### src/rtl/dfm_pkg.sv
// Shared types for the reciprocal frequency-measurement core.
package dfm_pkg;

    localparam int CNT_W = 32;

    typedef enum logic [2:0] {
        IDLE,
        ARM,
        MEASURE,
        WAIT_EDGE,
        DONE
    } dfm_state_t;

    // Packed so that sig_cnt lands in the upper half of the 64-bit result word.
    typedef struct packed {
        logic [CNT_W-1:0] sig_cnt;
        logic [CNT_W-1:0] ref_cnt;
    } dfm_result_t;

endpackage

### src/rtl/dfm_sync_edge.sv
// Multi-flop synchroniser for an asynchronous signal followed by a rising-edge detector.
module dfm_sync_edge #(
    parameter int SYNC_STAGES = 2
) (
    input  logic clk_i,
    input  logic rst_n_i,
    input  logic sig_i,
    output logic sig_rise_o
);

    logic [SYNC_STAGES-1:0] sync_q;
    logic                   prev_q;

    always_ff @(posedge clk_i or negedge rst_n_i) begin
        if (!rst_n_i) begin
            sync_q <= '0;
            prev_q <= 1'b0;
        end else begin
            sync_q <= {sync_q[SYNC_STAGES-2:0], sig_i};
            prev_q <= sync_q[SYNC_STAGES-1];
        end
    end

    assign sig_rise_o = sync_q[SYNC_STAGES-1] & ~prev_q;

endmodule

### src/rtl/dfm_core.sv
// Reciprocal frequency counter: gates on signal edges, counts reference cycles and
// signal periods, and emits {sig_cnt, ref_cnt} with a one-cycle write strobe.
module dfm_core
    import dfm_pkg::*;
#(
    parameter int TIMEOUT_CYCLES = 100_000_000,
    parameter int SYNC_STAGES    = 2
) (
    input  logic               clk_i,
    input  logic               rst_n_i,
    input  logic               sig_i,
    input  logic               start_i,
    input  logic [CNT_W-1:0]   gate_len_i,
    output logic               busy_o,
    output logic               timeout_o,
    output logic               overflow_o,
    output logic               reg_wr_en_o,
    output logic [2*CNT_W-1:0] reg_wr_data_o
);

    localparam int IDLE_W = $clog2(TIMEOUT_CYCLES + 1);
    localparam logic [IDLE_W-1:0] IDLE_LIM = IDLE_W'(TIMEOUT_CYCLES);

    dfm_state_t        state_q, state_d;
    logic [CNT_W-1:0]  gate_q, gate_d;
    logic [CNT_W-1:0]  ref_q, ref_d;
    logic [CNT_W-1:0]  sig_q, sig_d;
    logic [IDLE_W-1:0] idle_q, idle_d;
    logic              timeout_q, timeout_d;
    logic              ovf_q, ovf_d;
    logic              wr_en_q, wr_en_d;
    dfm_result_t       wr_data_q, wr_data_d;

    logic              sig_rise;
    logic [CNT_W-1:0]  ref_inc, sig_inc;
    logic [IDLE_W-1:0] idle_inc;

    dfm_sync_edge #(
        .SYNC_STAGES(SYNC_STAGES)
    ) u_sync_edge (
        .clk_i      (clk_i),
        .rst_n_i    (rst_n_i),
        .sig_i      (sig_i),
        .sig_rise_o (sig_rise)
    );

    // Saturating increments; idle_cnt never passes the limit since it aborts there.
    assign ref_inc  = (ref_q == '1) ? ref_q : ref_q + 1'b1;
    assign sig_inc  = (sig_q == '1) ? sig_q : sig_q + 1'b1;
    assign idle_inc = idle_q + 1'b1;

    always_comb begin
        state_d   = state_q;
        gate_d    = gate_q;
        ref_d     = ref_q;
        sig_d     = sig_q;
        idle_d    = idle_q;
        timeout_d = timeout_q;
        ovf_d     = ovf_q;
        wr_en_d   = 1'b0;
        wr_data_d = wr_data_q;

        case (state_q)
            IDLE: begin
                if (start_i) begin
                    gate_d    = (gate_len_i == '0) ? CNT_W'(1) : gate_len_i;
                    timeout_d = 1'b0;
                    ovf_d     = 1'b0;
                    idle_d    = '0;
                    state_d   = ARM;
                end
            end
            ARM: begin
                if (sig_rise) begin
                    ref_d   = '0;
                    sig_d   = '0;
                    idle_d  = '0;
                    state_d = MEASURE;
                end else begin
                    idle_d = idle_inc;
                    if (idle_inc == IDLE_LIM) begin
                        timeout_d = 1'b1;
                        wr_en_d   = 1'b1;
                        wr_data_d = '0;
                        state_d   = DONE;
                    end
                end
            end
            MEASURE, WAIT_EDGE: begin
                ref_d = ref_inc;
                if (ref_inc == '1) ovf_d = 1'b1;
                if (sig_rise) begin
                    sig_d  = sig_inc;
                    idle_d = '0;
                    if (sig_inc == '1) ovf_d = 1'b1;
                end else begin
                    idle_d = idle_inc;
                end

                // Gate closes only on a signal edge once the minimum time has elapsed.
                if (!sig_rise && idle_inc == IDLE_LIM) begin
                    timeout_d = 1'b1;
                    wr_en_d   = 1'b1;
                    wr_data_d = '0;
                    state_d   = DONE;
                end else if (sig_rise && (state_q == WAIT_EDGE || ref_inc >= gate_q)) begin
                    wr_en_d           = 1'b1;
                    wr_data_d.sig_cnt = sig_inc;
                    wr_data_d.ref_cnt = ref_inc;
                    state_d           = DONE;
                end else if (state_q == MEASURE && ref_inc >= gate_q) begin
                    state_d = WAIT_EDGE;
                end
            end
            DONE: begin
                state_d = IDLE;
            end
            default: begin
                state_d = IDLE;
            end
        endcase
    end

    always_ff @(posedge clk_i or negedge rst_n_i) begin
        if (!rst_n_i) begin
            state_q   <= IDLE;
            gate_q    <= '0;
            ref_q     <= '0;
            sig_q     <= '0;
            idle_q    <= '0;
            timeout_q <= 1'b0;
            ovf_q     <= 1'b0;
            wr_en_q   <= 1'b0;
            wr_data_q <= '0;
        end else begin
            state_q   <= state_d;
            gate_q    <= gate_d;
            ref_q     <= ref_d;
            sig_q     <= sig_d;
            idle_q    <= idle_d;
            timeout_q <= timeout_d;
            ovf_q     <= ovf_d;
            wr_en_q   <= wr_en_d;
            wr_data_q <= wr_data_d;
        end
    end

    assign busy_o        = (state_q == ARM) || (state_q == MEASURE) || (state_q == WAIT_EDGE);
    assign timeout_o     = timeout_q;
    assign overflow_o    = ovf_q;
    assign reg_wr_en_o   = wr_en_q;
    assign reg_wr_data_o = wr_data_q;

endmodule

### config.mk
export PLATFORM = sky130hd
export DESIGN_NAME = dfm_core
export DESIGN_NICKNAME = d
export VERILOG_FILES = /design/src/rtl/dfm_pkg.sv /design/src/rtl/dfm_sync_edge.sv /design/src/rtl/dfm_core.sv
export SDC_FILE = /design/constraint.sdc
export NUM_CORES = 1
export LEC_CHECK = 0
export ABC_CLOCK_PERIOD_IN_PS = 11200
export CAP_MARGIN = 20
export CELL_PAD_IN_SITES_DETAIL_PLACEMENT = 0
export CELL_PAD_IN_SITES_GLOBAL_PLACEMENT = 1
export CORE_MARGIN = 2
export CORE_UTILIZATION = 48
export DETAILED_ROUTE_END_ITERATION = 8
export MAX_ROUTING_LAYER = met4
export PLACE_DENSITY = 0.94
export SYNTH_ARGS = -nofsm -noshare
export SYNTH_HDL_FRONTEND = slang
export SYNTH_SLANG_ARGS = --single-unit
### constraint.sdc
create_clock -name clk_i -period 11.2 [get_ports clk_i]
set_input_delay 1.12 -clock clk_i [delete_from_list [all_inputs] [get_ports clk_i]]
set_output_delay 1.12 -clock clk_i [all_outputs]
set_load 0.02 [all_outputs]
Fig. 1: run 1, clock routing
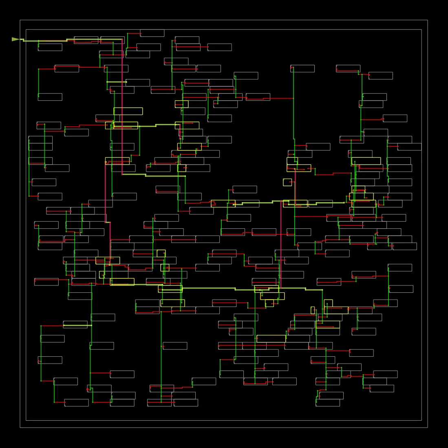
Flops: 196
clock buffer count: 20
Num CTS Buffers: 17
Late-Pin Clk Latency: 0.44 ns
Clk power: 653 uW

Fig. 2: run 1, where the registers sit
Other sequential cells in the stronger grey, the rest of the logic in the fainter grey.
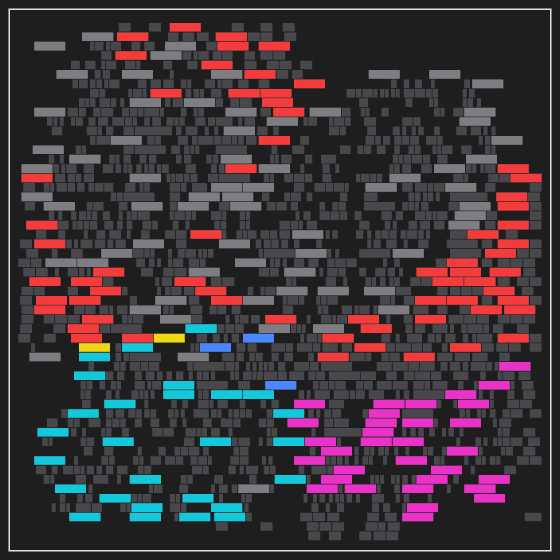
[magenta] `gate_q` | flops: 32
[red] `reg_wr_data_o` | flops: 64
[cyan] `idle_q` | flops: 27
[yellow] `u_sync_edge.sync_q` | flops: 2
[blue] `state_q` | flops: 3

Fig. 3: run 1, cell sizes after repair
Bar = 50 um.
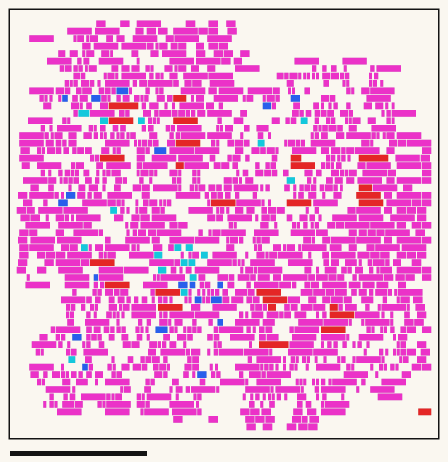
[blue] drive 2 | cells: 19 | most used: or4b_2
[red] drive 6 and up | cells: 27 | most used: clkbuf_16
[cyan] drive 3 to 4 | cells: 18 | most used: buf_4
[magenta] drive 1 or less | cells: 1234 | most used: dfrtp_1
final worst slack: 5.37 ns
Area growth syn-to-layout: 16.1%
Finished Cell Area: 0.0129 mm^2
Non-Clock Buffer Count: 116

Fig. 4: run 1, clock network drawn from the DEF
Bar = 50 um.
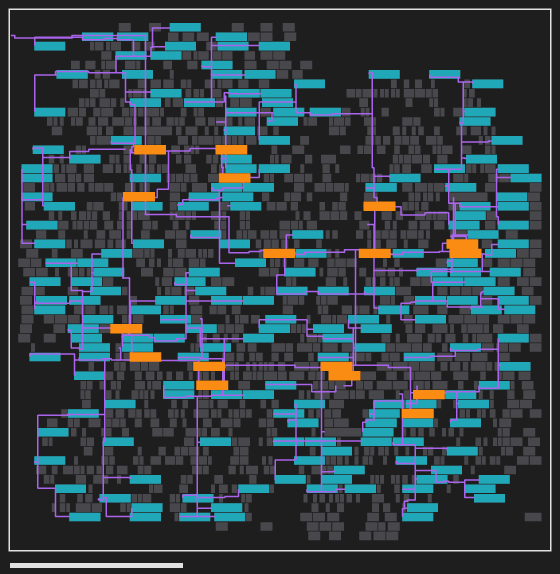
[cyan] flip-flops | count: 196
[purple] clock wires | length: 2420 um
[orange] cells driving clock nets | count: 17
routed clock nets: 18
flops lie: spread over the die

==> impl_metrics.ini, run 1 <==
; flow metrics
[floorplan]
ios = 104
core_area_mm2 = 0.0226
die_area_mm2 = 0.0243
rows = 55
fp_util_pct = 49.0

[final_timing]
holdWs_ns = 0.374
fin_worst_skew_ns = 0.0142
rsz0062_at_grt = no
setup_tns_ns = 0
fin_crit_ns = 5.83
max_freq_mhz = 172
slew_viol_final = 0
hold_violations = 0
layout_worst_path_cycle_share_pct = 52.0
relSlewSlack_pct = 29.4

[cts]
clock_path_buffers = 2
cts.sinks = 196
htree_levels = 4
cts_setup_buffers = 0
cts.clk_slew.worst_paths_ns = 0.07
cts_tree = done
cts-resized-gates = 0

[power_and_ir_drop]
pwr-share-seq_pct = 41.9
power-top-group = registers
power.switching_uw = 707
comb_power_share_pct = 26.2
power_density_mw_per_mm2 = 159
ir_worst_vdd_v = 0.000107
p_sw_share_pct = 34.5
pg_comb_uw = 537
p_int_mw = 1.34
pg_seq_uw = 858

[finish]
fin_nets = 1357
drive_gt1_share_pct = 4.93
num_antenna_cells = 0
layout.cells.most_common = dfrtp_1

[drt]
highest-signal-layer = met4
wl_met1_um = 13600
met3WireLength_um = 1650
drc = 0
routed_via_density = 6.06
drt_iter0_drc = 681
routed-via-count = 9597
drt-total-wl_um = 30200

[critical_path]
critPathLaunchType = register
cp_max_fo = 38
r2r-end = reg_wr_data_o[20]
worstPathArrival_ns = 6.20
rr_worst_depth = 15
crit_buf_inv = 2
crit_path_end_kind = register
cp.required_ns = 11.57
crit_cells = 15
crit_family = simple AND/OR/NAND/NOR gates

[synth]
yosys-top-cells-count = dfrtp_1, nand2_1, o21ai_0, nor2_1, inv_1
netlist_area_mm2 = 0.0111
synthArstFlopShare_pct = 100
most_common_cell = dfrtp_1
ys_ff = 196
synthCells = 1234
edf_count = 0
yosys-top-cells-area = dfrtp_1, o21ai_0, nand2_1
ys_types = 65
synth_top_area_share_pct = 44.2
largest_area_cell = dfrtp_1

[worst_hold_path]
hold-path-cell-count = 0
hold_class = register to register
hold_end = u_sync_edge.sync_q[1]

[global_route]
globalRouteMet1Util_pct = 34.4
grt_pass1_wl_um = 49000
grt_max_degree = 86
grt_pass1_vias = 9233
grtUsageMet2_pct = 41.0
grt_util_met3_pct = 4.22

[run]
max_cap_viol_count = 0

[placed_design]
pre_cts_ws_ns = 5.48
dpl_cell_area_mm2 = 0.0122
hpwl_um = 21300
dp.cells = 1551

[run_status]
status = completed
-- run 1: final cells by class --
type                    count  area, um^2
well taps                 285         357
clock buffers              20         457
flip-flops and latches    196        4900
inverters                  65         244
clock inverters            12         168
repair buffers            116        1130
multi-input cells         889        5600
fillers                  2010        9780
-- run 1: cells by family after synthesis --
family | share of synthesized area [%]
AND/OR/NAND/NOR | 20.3
AND-OR/OR-AND | 20.6
flip-flops | 44.2
buffers and inverters | 5.35
XOR/XNOR | 5.14
adder cells (fa/ha/maj) | 4.06
multiplexers | 0.271
-- run 1: registers in the layout (all words and copies together), names as in the netlist --
signal              flops
reg_wr_en_o             1
u_sync_edge.sync_q      2
reg_wr_data_o          64
timeout_o               1
gate_q                 32
overflow_o              1
ref_q                  32
u_sync_edge.prev_q      1
state_q                 3
idle_q                 27
sig_q                  32
==> run 2: changes to the inputs <==
--- a/config.mk
+++ b/config.mk
@@ -5,15 +5,15 @@
 export SDC_FILE = /design/constraint.sdc
 export NUM_CORES = 1
 export LEC_CHECK = 0
-export ABC_CLOCK_PERIOD_IN_PS = 11200
+export ABC_CLOCK_PERIOD_IN_PS = 5410
 export CAP_MARGIN = 20
 export CELL_PAD_IN_SITES_DETAIL_PLACEMENT = 0
 export CELL_PAD_IN_SITES_GLOBAL_PLACEMENT = 1
 export CORE_MARGIN = 2
-export CORE_UTILIZATION = 48
+export CORE_UTILIZATION = 45
 export DETAILED_ROUTE_END_ITERATION = 8
 export MAX_ROUTING_LAYER = met4
-export PLACE_DENSITY = 0.94
+export PLACE_DENSITY = 0.89
 export SYNTH_ARGS = -nofsm -noshare
 export SYNTH_HDL_FRONTEND = slang
 export SYNTH_SLANG_ARGS = --single-unit
==> constraint.sdc (replaced) <==
create_clock -name clk_i -period 5.41 [get_ports clk_i]
set_input_delay 0.541 -clock clk_i [delete_from_list [all_inputs] [get_ports clk_i]]
set_output_delay 0.541 -clock clk_i [all_outputs]
set_load 0.02 [all_outputs]
==> run 2 against run 1 <==
Compared with the run above: cell count increased by 3.2%; largest cell class unchanged; combinational power is 110% higher; clock power increased by 110%.
==> impl_metrics.ini, run 2 <==
; flow metrics
[critical_path]
endpoint = reg_wr_data_o[59]
worst_path_max_delay_cell = or4_1
crit_cells = 15
crit_type = register to register
r2r-end = reg_wr_data_o[59]
crit_buf_inv = 2
crit_family = simple AND/OR/NAND/NOR gates
critPathLaunch = ref_q[8]
rrSetupSlack_ns = 0.32
r2r_start = ref_q[8]
path_cells = nand4_1 -> or4_1 -> nor3_2 -> nor3b_2 -> xnor2_1 -> inv_1 -> ha_1 -> nand4_1 -> or3_1 -> a211o_1 -> a41oi_1 -> a2111o_1 -> buf_4 -> nand2_1 -> o2bb2ai_1
critPathLaunchType = register
cp.required_ns = 5.77
worstPathArrival_ns = 5.45
crit_path_end_kind = register
crit_top_cell = nand4_1
rr_worst_depth = 15
cpPeakStageDelay_ns = 0.68
cp_max_fo = 14

[finish]
mostFrequentLayoutCells = dfrtp_1, nand2_1, o21ai_0
fin_util_pct = 53.7
largest_reg_flops = 64
layout.cells.most_common = dfrtp_1
fin_nets = 1368
final_area_mm2 = 0.0130
fillers = 2240
stdcell_count = 1633
num_antenna_cells = 0
area_growth_pct = 17.5
drive_gt1_share_pct = 6.11

[placed_design]
dpl_cell_area_mm2 = 0.0124
port_buffers = 103
pre_cts_ws_ns = 0.0991
dp.cells = 1601
gp_congestion = 0.917
hpwl_um = 21400

[final_timing]
max_freq_mhz = 196
worst_slack_ns = 0.318
hold_violations = 0
setup_tns_ns = 0
finalSetupViolCount = 0
worstMarginPinSlew_ns = 1.07
fin_crit_ns = 5.09
fin_worst_skew_ns = 0.0128
holdWs_ns = 0.176
relSlewSlack_pct = 28.6
layout_worst_path_cycle_share_pct = 94.1
slew_viol_final = 0

[power_and_ir_drop]
clock_power_mw = 1.35
pg_comb_mw = 1.12
power_density_mw_per_mm2 = 325
ir_worst_vdd_v = 0.000192
total_power_mw = 4.23
pwr-share-clk_pct = 31.9
comb_power_share_pct = 26.3
power.switching_mw = 1.49
p_int_mw = 2.75
power-top-group = registers
pg_seq_mw = 1.77
p_leak_nw = 5.67
pwr-share-seq_pct = 41.7
p_sw_share_pct = 35.1

[synth]
netlist_area_mm2 = 0.0111
ys_types = 65
edf_count = 0
synthArstFlopShare_pct = 100
yosysCellCount = 1234
yosys-top-cells-area = dfrtp_1, o21ai_0, nand2_1
ys_ff = 196
ff_type = dfrtp_1
synth_top_area_share_pct = 44.2
synthCells = 1234
synth_area_per_cell_um2 = 8.98
postSynthSeqShare_pct = 44.2
synthesis.nets = 1306
yosys_area_mm2 = 0.0111
yosys-top-cells-count = dfrtp_1, nand2_1, o21ai_0, nor2_1, inv_1
yosys_warnings = 0
most_common_cell = dfrtp_1
largest_area_cell = dfrtp_1

[run]
max_cap_viol_count = 0
warnings = 29

[floorplan]
die_h_um = 161
rows = 57
ios = 104
die_x_um = 161
fp_util_pct = 45.7
core_area_mm2 = 0.0242
die_area_mm2 = 0.0259

[global_route]
grt_max_degree = 113
grt.busiest_layer = met2
antenna_found_initial = 0
grt_pass1_wl_um = 49700
grt_pass1_vias = 9047
globalRouteMet1Util_pct = 33.9
grt_use_total_pct = 24.7
grt_util_met3_pct = 3.95
grt-ovfl-total = 0
grtUsageMet2_pct = 37.6

[drt]
met3WireLength_um = 1500
drtPass1Iterations = 5
highest-signal-layer = met4
drt-total-wl_um = 30200
drt_iter0_drc = 942
wl_met2_um = 14000
routed-via-count = 9598
antenna_left = 0
routed_via_density = 5.88
routedWlPerCell_um = 18.5
wl_met1_um = 14000
drc = 0

[cts]
clock_path_buffers = 2
cts.clk_slew.worst_paths_ns = 0.08
ctsHoldBuffers = 0
cts_setup_buffers = 0
cts_tree = done
cts.sinks = 196
numCtsBuffers = 17
clock_latency_ns = 0.45
htree_levels = 4
cts-resized-gates = 0
root_buffer = clkbuf_16

[worst_hold_path]
hold_class = input port to async pin

[run_status]
status = completed
-- run 2: cell counts after synthesis --
No cell type changed its count.
-- run 2: area by class of cell --
class                      count  area [um^2]  share of cell area, %
tap                          324          405                   3.11
inverter                      65          244                   1.87
clock buffer                  19          453                   3.48
timing repair buffer         127         1240                   9.51
multi-input combinational    889         5620                   43.1
sequential                   196         4900                   37.6
clock inverter                13          161                   1.24
-- run 2: logic make-up after synthesis --
kind of cell / Yosys count / share of synthesized area [%]
fa+ha+maj: 36 / 4.06
xor+xnor: 65 / 5.14
compound gates: 347 / 20.6
flops: 196 / 44.2
buf+inv: 149 / 5.35
simple gates: 438 / 20.3
mux: 3 / 0.271
Fig. 5: run 2, met4 routing
Supply wires on this layer in grey.
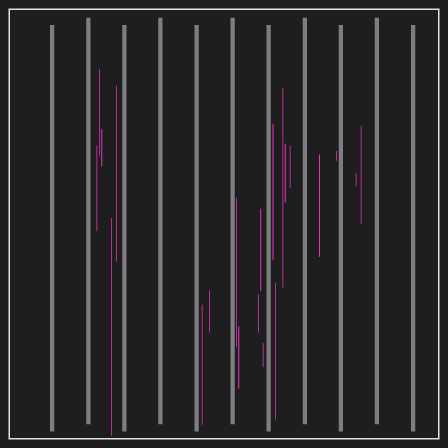
share of all routed wire: 2.4%
main direction: vertical
nets with wire on the layer: 17

Fig. 6: run 2, cell sizes after repair
Bar = 50 um.
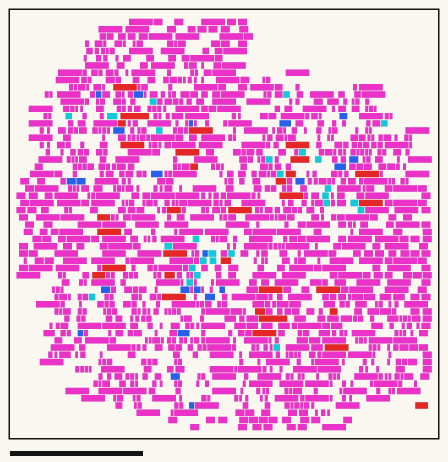
[blue] drive 2 | cells: 22 | most used: or4b_2
[red] drive 6 and up | cells: 32 | most used: clkbuf_16
[magenta] drive 1 or less | cells: 1229 | most used: dfrtp_1
[cyan] drive 3 to 4 | cells: 26 | most used: buf_4

==> run 3: changes to the inputs <==
--- a/config.mk
+++ b/config.mk
@@ -14,6 +14,8 @@
 export DETAILED_ROUTE_END_ITERATION = 8
 export MAX_ROUTING_LAYER = met4
 export PLACE_DENSITY = 0.89
+export SLEW_MARGIN = 30
 export SYNTH_ARGS = -nofsm -noshare
 export SYNTH_HDL_FRONTEND = slang
 export SYNTH_SLANG_ARGS = --single-unit
+export TNS_END_PERCENT = 20
==> run 3 against run 2 <==
Compared with the run above: the run now ends with hold timing left; final area decreased by 0.30%; hold slack got worse by 0.19 ns; combinational power about the same; wire length decreased by 0.35%; synthesized cell count unchanged; setup slack got worse by 0.010 ns; sequential share of layout area increased by 0.11 points; via count decreased by 0.76%; utilization decreased by 0.16 points; critical path depth unchanged; critical path type unchanged; highest routed layer unchanged.
==> impl_metrics.ini, run 3 <==
; flow metrics
[run_status]
status = complete, but fails checks
violations = hold timing

[final_timing]
finalSetupViolCount = 0
fin_crit_ns = 5.10
fin_worst_skew_ns = 0.0148
setup_tns_ns = 0
relSlewSlack_pct = 49.7
worstMarginPinSlew_ns = 0.736
hold_violations = 6
holdWs_ns = -0.00999

[critical_path]
crit_family = simple AND/OR/NAND/NOR gates
worstPathArrival_ns = 5.46
r2r_start = ref_q[9]
cp.required_ns = 5.76
path_cells = nand4_1 -> or4_1 -> nor3_2 -> nor3b_2 -> xnor2_1 -> inv_1 -> ha_1 -> nand4_1 -> or3_1 -> a211o_1 -> a41oi_1 -> a2111o_1 -> buf_4 -> nand2_1 -> o2bb2ai_1
crit_type = register to register
crit_path_end_kind = register
r2r-end = reg_wr_data_o[51]
crit_buf_inv = 2
cpPeakStageDelay_ns = 0.68

[synth]
yosys-top-cells-count = dfrtp_1, nand2_1, o21ai_0, nor2_1, inv_1
yosys-top-cells-area = dfrtp_1, o21ai_0, nand2_1
synthArstFlopShare_pct = 100
muxShareOfSynthArea_pct = 0.271
simple_gate_share_pct = 20.3
ys_sh_aoi_pct = 20.6
largest_area_cell = dfrtp_1
synthTopLogicFamily = AND-OR/OR-AND gates
netlist_area_mm2 = 0.0111
ys_ff = 196
postSynthSeqShare_pct = 44.2

[drt]
antenna_left = 0
drc = 0
routed_via_density = 5.84
drt_iter0_drc = 838

[cts]
root_buffer = clkbuf_16
cts-resized-gates = 0
clock_path_buffers = 2
cts_setup_buffers = 0
cts_tree = done
cts.clk_slew.worst_paths_ns = 0.08

[finish]
inverters = 65
sh_comb_area_pct = 43.3
flop_area_mm2 = 0.00490
fin_util_pct = 53.6
largest_reg_flops = 64
fillers = 2212
bufAreaShareNonClock_pct = 9.61
fin_nets = 1368
ff_count = 196
layout.cells.most_common = dfrtp_1
drive_gt1_share_pct = 6.19
top_area_cell_class = combinational gates

[floorplan]
fp_util_pct = 45.7
core_area_mm2 = 0.0242
die_area_mm2 = 0.0259

[placed_design]
port_buffers = 103
pre_cts_ws_ns = 0.0734

[global_route]
grt_max_degree = 113
grt_pass1_wl_um = 49500

[power_and_ir_drop]
p_int_mw = 2.63
clock_power_mw = 1.24
pg_comb_mw = 1.11
power-top-group = registers
run 3: layer usage:
layer | share of wire [%] | up-vias | GRT usage, %
met3 | 5.3 | 45 | 4.60
met1 | 46 | 4594 | 33.4
li1 | - | 4602 | -
met2 | 46 | 284 | 37.5
met5 | 0 | - | -
met4 | 2.4 | 0 | 7.51
run 3: worst max path at each step:
stage	startpoint	end	slack [ns]	depth (start not counted)
after CTS	ref_q[9]	reg_wr_data_o[15]	0.05	14
final	ref_q[9]	reg_wr_data_o[51]	0.31	15
after floorplan	ref_q[19]	reg_wr_data_o[10]	0.71	19
after detailed placement	ref_q[8]	reg_wr_data_o[16]	0.07	14
after global routing	ref_q[0]	reg_wr_data_o[50]	0.04	16
after global placement	ref_q[8]	reg_wr_data_o[3]	0.15	14
Fig. 7: run 3, cell sizes after repair
Bar = 50 um.
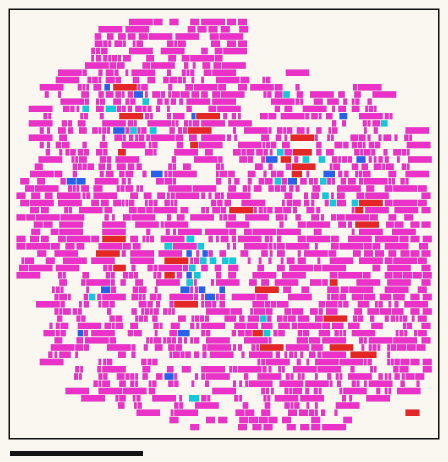
[cyan] drive 3 to 4 | cells: 29 | most used: buf_4
[magenta] drive 1 or less | cells: 1227 | most used: dfrtp_1
[red] drive 6 and up | cells: 29 | most used: clkbuf_16
[blue] drive 2 | cells: 23 | most used: or4b_2
Area growth syn-to-layout: 17.2%
Finished Cell Area: 0.0130 mm^2
final worst slack: 0.308 ns

Fig. 8: run 3, met4 routing
Supply wires on this layer in grey.
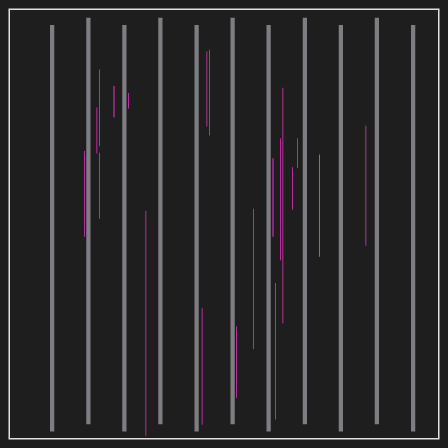
routed vias: 9525
WL final: 30100 um

No activity file was given, so power comes from the tool's default toggle rates.
